===== src/rtl/approx_pkg.sv =====
// Shared types and default widths for the approximate rounding pipeline.
// Mode encoding is fixed by the upstream datapath; 11 is reserved and rounds like truncate.
package approx_pkg;

  localparam int DEF_DATA_W = 16;
  localparam int DEF_DROP_W = 8;
  localparam int DEF_LOOK_W = 4;
  localparam int DEF_CNT_W  = 16;

  typedef enum logic [1:0] {
    MODE_TRUNC     = 2'b00,
    MODE_RHU       = 2'b01,
    MODE_RN_APPROX = 2'b10,
    MODE_RSVD      = 2'b11
  } mode_e;

endpackage


===== src/rtl/approx_round_dec.sv =====
// Combinational round-up decision. DROP_W=5 / LOOK_W=4 reproduces the original
// 5-input round-nearest cell (guard OR all four tail bits).
module approx_round_dec
  import approx_pkg::*;
#(
  parameter int DATA_W = DEF_DATA_W,
  parameter int DROP_W = DEF_DROP_W,
  parameter int LOOK_W = DEF_LOOK_W
) (
  input  logic [DATA_W-1:0] data_i,
  input  mode_e             mode_i,
  output logic              up_o
);

  logic guardBit;
  logic tailOnes;
  logic unusedBits;

  assign guardBit = data_i[DROP_W-1];

  // With no look-ahead bits the approximate rule collapses to round-half-up.
  generate
    if (LOOK_W > 0) begin : g_tail
      assign tailOnes = &data_i[DROP_W-2 -: LOOK_W];
    end else begin : g_no_tail
      assign tailOnes = 1'b0;
    end
  endgenerate

  assign unusedBits = ^data_i;

  always_comb begin
    up_o = 1'b0;
    case (mode_i)
      MODE_RHU:       up_o = guardBit;
      MODE_RN_APPROX: up_o = guardBit | tailOnes;
      default:        up_o = 1'b0;
    endcase
  end

endmodule


===== src/rtl/approx_round_pipe.sv =====
// Two-stage valid/ready rounding pipeline with saturation on round-up overflow.
// Define APPROX_ROUND_STATS_EN to build the round-up / saturation counters.
module approx_round_pipe
  import approx_pkg::*;
#(
  parameter int DATA_W = DEF_DATA_W,
  parameter int DROP_W = DEF_DROP_W,
  parameter int LOOK_W = DEF_LOOK_W,
  parameter int CNT_W  = DEF_CNT_W
) (
  input  logic                     clk,
  input  logic                     rst_n,
  input  logic                     in_valid,
  output logic                     in_ready,
  input  logic [DATA_W-1:0]        in_data,
  input  logic [1:0]               in_mode,
  output logic                     out_valid,
  input  logic                     out_ready,
  output logic [DATA_W-DROP_W-1:0] out_data,
  output logic                     out_sat,
  input  logic                     stat_clr,
  output logic [CNT_W-1:0]         stat_rup_cnt,
  output logic [CNT_W-1:0]         stat_sat_cnt
);

  localparam int KEEP_W = DATA_W - DROP_W;

  logic              decUp;
  logic              s1Load;
  logic              s2Load;
  logic              s1Valid_q;
  logic [KEEP_W-1:0] s1Kept_q;
  logic              s1Up_q;
  logic              s2Valid_q;
  logic [KEEP_W-1:0] s2Data_q;
  logic              s2Sat_q;
  logic [KEEP_W:0]   roundSum;
  logic [KEEP_W-1:0] s2Data_d;
  logic              s2Sat_d;

  approx_round_dec #(
    .DATA_W (DATA_W),
    .DROP_W (DROP_W),
    .LOOK_W (LOOK_W)
  ) u_dec (
    .data_i (in_data),
    .mode_i (mode_e'(in_mode)),
    .up_o   (decUp)
  );

  // Ready depends only on stage occupancy and out_ready, never on in_valid.
  assign s2Load   = !s2Valid_q || out_ready;
  assign s1Load   = !s1Valid_q || s2Load;
  assign in_ready = !s1Valid_q || !s2Valid_q || out_ready;

  always_ff @(posedge clk or negedge rst_n) begin
    if (!rst_n) begin
      s1Valid_q <= 1'b0;
      s1Kept_q  <= '0;
      s1Up_q    <= 1'b0;
    end else if (s1Load) begin
      s1Valid_q <= in_valid;
      if (in_valid) begin
        s1Kept_q <= in_data[DATA_W-1:DROP_W];
        s1Up_q   <= decUp;
      end
    end
  end

  always_comb begin
    roundSum = {1'b0, s1Kept_q} + {{KEEP_W{1'b0}}, s1Up_q};
    s2Sat_d  = roundSum[KEEP_W];
    s2Data_d = s2Sat_d ? {KEEP_W{1'b1}} : roundSum[KEEP_W-1:0];
  end

  // Data only moves on a real transfer so a stalled result holds its value.
  always_ff @(posedge clk or negedge rst_n) begin
    if (!rst_n) begin
      s2Valid_q <= 1'b0;
      s2Data_q  <= '0;
      s2Sat_q   <= 1'b0;
    end else if (s2Load) begin
      s2Valid_q <= s1Valid_q;
      if (s1Valid_q) begin
        s2Data_q <= s2Data_d;
        s2Sat_q  <= s2Sat_d;
      end
    end
  end

  assign out_valid = s2Valid_q;
  assign out_data  = s2Data_q;
  assign out_sat   = s2Sat_q;

`ifdef APPROX_ROUND_STATS_EN
  logic             outFire;
  logic             s2Up_q;
  logic [CNT_W-1:0] rupCnt_q;
  logic [CNT_W-1:0] rupCnt_d;
  logic [CNT_W-1:0] satCnt_q;
  logic [CNT_W-1:0] satCnt_d;

  assign outFire = s2Valid_q && out_ready;

  always_ff @(posedge clk or negedge rst_n) begin
    if (!rst_n) begin
      s2Up_q <= 1'b0;
    end else if (s2Load && s1Valid_q) begin
      s2Up_q <= s1Up_q;
    end
  end

  // Clear wins over a same-cycle increment; counters stick at all ones.
  always_comb begin
    rupCnt_d = rupCnt_q;
    satCnt_d = satCnt_q;
    if (stat_clr) begin
      rupCnt_d = '0;
      satCnt_d = '0;
    end else if (outFire) begin
      if (s2Up_q && (rupCnt_q != {CNT_W{1'b1}})) begin
        rupCnt_d = rupCnt_q + CNT_W'(1);
      end
      if (s2Sat_q && (satCnt_q != {CNT_W{1'b1}})) begin
        satCnt_d = satCnt_q + CNT_W'(1);
      end
    end
  end

  always_ff @(posedge clk or negedge rst_n) begin
    if (!rst_n) begin
      rupCnt_q <= '0;
      satCnt_q <= '0;
    end else begin
      rupCnt_q <= rupCnt_d;
      satCnt_q <= satCnt_d;
    end
  end

  assign stat_rup_cnt = rupCnt_q;
  assign stat_sat_cnt = satCnt_q;
`else
  logic unusedStatClr;

  assign unusedStatClr = stat_clr;
  assign stat_rup_cnt  = '0;
  assign stat_sat_cnt  = '0;
`endif

endmodule


===== config.mk =====
export PLATFORM = sky130hd
export DESIGN_NAME = approx_round_pipe
export DESIGN_NICKNAME = d
export VERILOG_FILES = /design/src/rtl/approx_pkg.sv /design/src/rtl/approx_round_dec.sv /design/src/rtl/approx_round_pipe.sv
export SDC_FILE = /design/constraint.sdc
export NUM_CORES = 1
export LEC_CHECK = 0
export CORE_AREA = 2 2 58 60
export CTS_CLUSTER_SIZE = 14
export DETAILED_ROUTE_END_ITERATION = 10
export DIE_AREA = 0 0 60 62
export GPL_ROUTABILITY_DRIVEN = 0
export PLACE_DENSITY_LB_ADDON = 0.08
export SLEW_MARGIN = 20
export SYNTH_ARGS = -nofsm -noshare
export SYNTH_HDL_FRONTEND = slang
export SYNTH_HIERARCHICAL = 1
export SYNTH_SLANG_ARGS = --single-unit

===== constraint.sdc =====
create_clock -name clk -period 5.7 [get_ports clk]
set_clock_uncertainty 0.2 [all_clocks]
set_input_delay 1.14 -clock clk [delete_from_list [all_inputs] [get_ports clk]]
set_output_delay 1.14 -clock clk [all_outputs]
set_load 0.005 [all_outputs]

==> results_slide.txt <==
Implementation Results

Run
  • Tool Warnings: 31
  • Max Cap Viol: 0

Drt
  • Vias per std cell: 4.49
  • ANT nets after route: 0
  • DR DRC count: 0
  • WL/cell: 10.7 um
  • Vias: 876
  • Iter 0 DRT Violations: 5
  • Router iterations before antenna repair: 4
  • Routed wire length: 2080 um

Clock tree
  • Post-CTS Setup Bufs: 0
  • CTS Sinks: 20
  • Post-CTS Resized: 0
  • Deepest clock path buffer count: 2
  • Clock-pin slew on the worst setup and hold paths: 0.11 ns
  • CTS HTree Levels: 1
  • Clock root buffer: clkbuf_4
  • CTS tree: yes
  • Cts hold-fix bufs: 0

Power
  • Power, Total: 0.351 mW
  • Leakage: 0.649 nW
  • Max VDD drop: 0.114 mV
  • P per Cell Area: 239 nW/um^2

Worst setup path
  • R2r worst-path depth: 4
  • Critical path startpoint category: input port
  • Crit path arrival time: 2.30 ns
  • Critical Path Fanout Max: 3
  • FF-to-FF setup slack: 3.76 ns
  • Crit path required time: 4.36 ns
  • Worst Setup End Kind: output pin
  • Reg-to-Reg End: out_data[7]$_DFFE_PN0P_
  • Crit Path Class: in2out
  • R2r startpoint: s1Kept_q[0]$_DFFE_PN0P_

Yosys
  • Number of enable flip-flop cells: 0
  • Synth cell types: 38
  • Avg Cell Area, Syn: 10.3 sq um
  • Top-area cell type share of the netlist area: 40.7%
  • Post-Syn Instances: 120
  • Syn Std Cell Area: 1230 sq um
  • Yosys cell count: 120
  • Top cells by area: dfrtp_1 41%, buf_4 20%, mux2_2 8.2%
  • Synth top cells by count: 32 x buf_4, 20 x dfrtp_1, 9 x mux2_2
  • Cell taking the most area after synthesis: dfrtp_1
  • Main synth FF type: dfrtp_1
  • Yosys top cell by instances: buf_4
  • Yosys warns: 6
  • Seq/Total Area, Yosys: 40.7%
  • Ys async rst share: 100%
  • Registers, synthesis: 20
  • Synthesis area per yosys: 1230 sq um

Min path
  • Worst Hold Path Cells: 1
  • Hold Crit Class: reg2reg
  • Hold path startpoint: out_data[4]$_DFFE_PN0P_
  • Hold Crit Endpoint: out_data[4]$_DFFE_PN0P_

Placed design
  • Placed instance area: 1450 sq um
  • DP HPWL: 1710 um
  • Port Buffers: 29
  • Place WS: 2.05 ns

Global routing
  • Congestion Overflow GR: 0
  • Largest net degree at the start of global routing: 21
  • Total GRT Usage: 12.2%
  • Wire length of the first global-routing pass: 3370 um
  • Vias in the first global route: 742
  • Initial antenna violation count: 0

Layout
  • Share of cells above drive strength 1: 12.1%
  • P&R area growth vs syn: 19.4%
  • Nets: 178
  • Final instance area: 1470 sq um
  • Final Core Density: 46.2%
  • Antenna diode count: 0

Timing
  • Max Slew Vio Count: 0
  • TNS Setup: 0 ns
  • Worst-margin pin slew: 0.887 ns
  • Slew headroom: 40.7%
  • Fin. Hold Viols: 0
  • Worst Slack Setup Final: 2.06 ns
  • Setup violations, final: 0
  • Fin crit share: 63.9%
  • RSZ-0062 raised after global routing: no
  • Fmax: 274 MHz
  • Period minus WS final: 3.64 ns

Floorplanning
  • Fp util: 38.7%
  • Die Wd: 60 um
  • Core ar.: 3180 sq um
  • Placement row count: 21
  • I/O Pins: 66
  • Die ar.: 3720 sq um
  • Die Ht: 62 um

Outcome
  • Status: finished clean
==> layout by cell type, fill, tap and decap left out, types with 2 or more instances in the layout <==
master           netlist  layout
a21oi_1                3       3
a2bb2oi_1              2       2
a31oi_1                3       3
and3_2                 2       2
clkbuf_4               0       3
clkdlybuf4s50_1        0      29
conb_1                 1      32
dfrtp_1               20      20
ha_1                   4       4
inv_1                  4       4
mux2_2                 9       9
nand2_1                4       4
nand2b_1               2       2
nand3_1                2       2
nand4_1                2       2
nor2_1                 2       2
nor3_1                 2       2
o21ai_0                4       4
==> stage by stage <==
step | std cells | hold slack (ns)
after floorplan | 151 | 0.279
after global placement | 192 | 0.285
after detailed placement | 192 | 0.280
after CTS | 195 | 0.308
after global routing | 195 | 0.334
final | 195 | 0.305
==> report_power, final <==
| group | switching (mW) | total [mW] | internal, mW |
|---|---|---|---|
| registers | 0.0210 | 0.186 | 0.165 |
| logic | 0.0380 | 0.0996 | 0.0616 |
| clock network | 0.0404 | 0.0651 | 0.0246 |
| total | 0.0995 | 0.351 | 0.251 |
==> how the worst max path moves through the flow <==
stage                     startpoint        to  slack, ns  cells past startpoint
after CTS                  out_ready  in_ready       2.05                      3
final                      out_ready  in_ready       2.06                      3
after global placement     out_ready  in_ready       2.05                      3
after detailed placement   out_ready  in_ready       2.05                      3
after global routing       out_ready  in_ready       2.00                      3
after floorplan            out_ready  in_ready       3.03                      1
==> flip-flops by register name, summed over array words and instances, names as in the netlist <==
| name | flops |
|---|---|
| out_data | 8 |
| out_sat | 1 |
| out_valid | 1 |
| s1Kept_q | 8 |
| s1Up_q | 1 |
| s1Valid_q | 1 |
==> worst max-delay path: stages <==
cell and delay, ns:
clkdlybuf4s50_1 0.48, nand3b_1 0.17, clkdlybuf4s50_1 0.52
==> per-layer routing <==
metal,GRT usage [%],part of all wire (%),up-vias
met5,0,0,-
met4,2.86,0.72,0
met3,4.55,7.2,2
met2,18.9,47,39
met1,16.3,45,418
li1,-,-,417
==> kinds of logic (layout without fill, tap and decap cells) <==
logic type | count (synthesis) | in the layout | synth area share (%)
adders and majority gates | 4 | 4 | 4.07
DFF | 20 | 20 | 40.7
xor gates and xnor gates | 2 | 2 | 1.42
AOI/OAI and AO/OA | 20 | 20 | 11.1
muxes | 9 | 9 | 8.23
other | 1 | 32 | 0.305
buffers and inverters | 38 | 36 | 21.3
and+or+nand+nor | 26 | 26 | 12.9
==> layout make-up <==
class / count / area, sq um
multi-input cells: 93 / 584
inverters: 4 / 15.0
flip-flops and latches: 20 / 500
fillers: 322 / 1710
repair buffers: 29 / 290
clock buffers: 3 / 22.5
well taps: 46 / 57.6
==> images/clock_wires.png <==
Scale: 8 px per um.
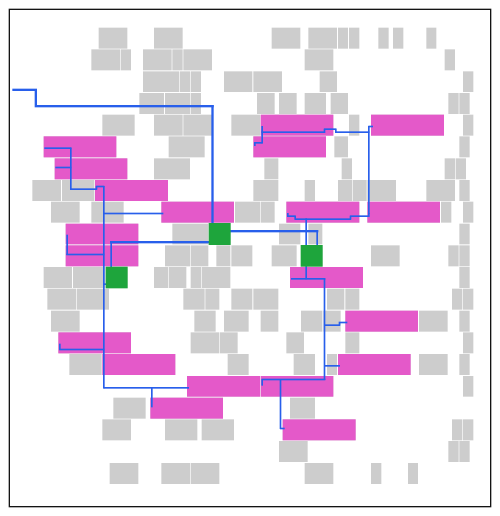
Key: magenta = flip-flops [count 20]; green = clock-net drivers [count 3]; blue = clock wires [length 238 um]
There are 4 routed clock nets.

==> images/m3.png <==
Scale: 8 px per um.
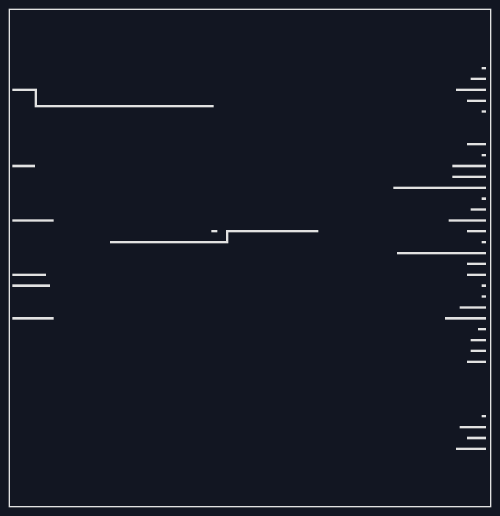
37 nets have wire on it. The longest straight run is 22.1 um. The layer holds 7.2% of the routed length. The layer carries 150 um of wire. The wires run mostly horizontal.

==> images/clock_nets.png <==
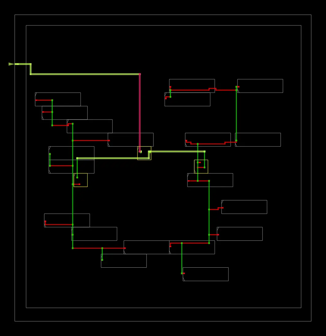
Worst-Skew Late Latency: 0.30 ns
Num CTS Buffers: 3
Clk power: 0.0651 mW

Power figures rest on the tool's default switching activity, not on a simulated workload.
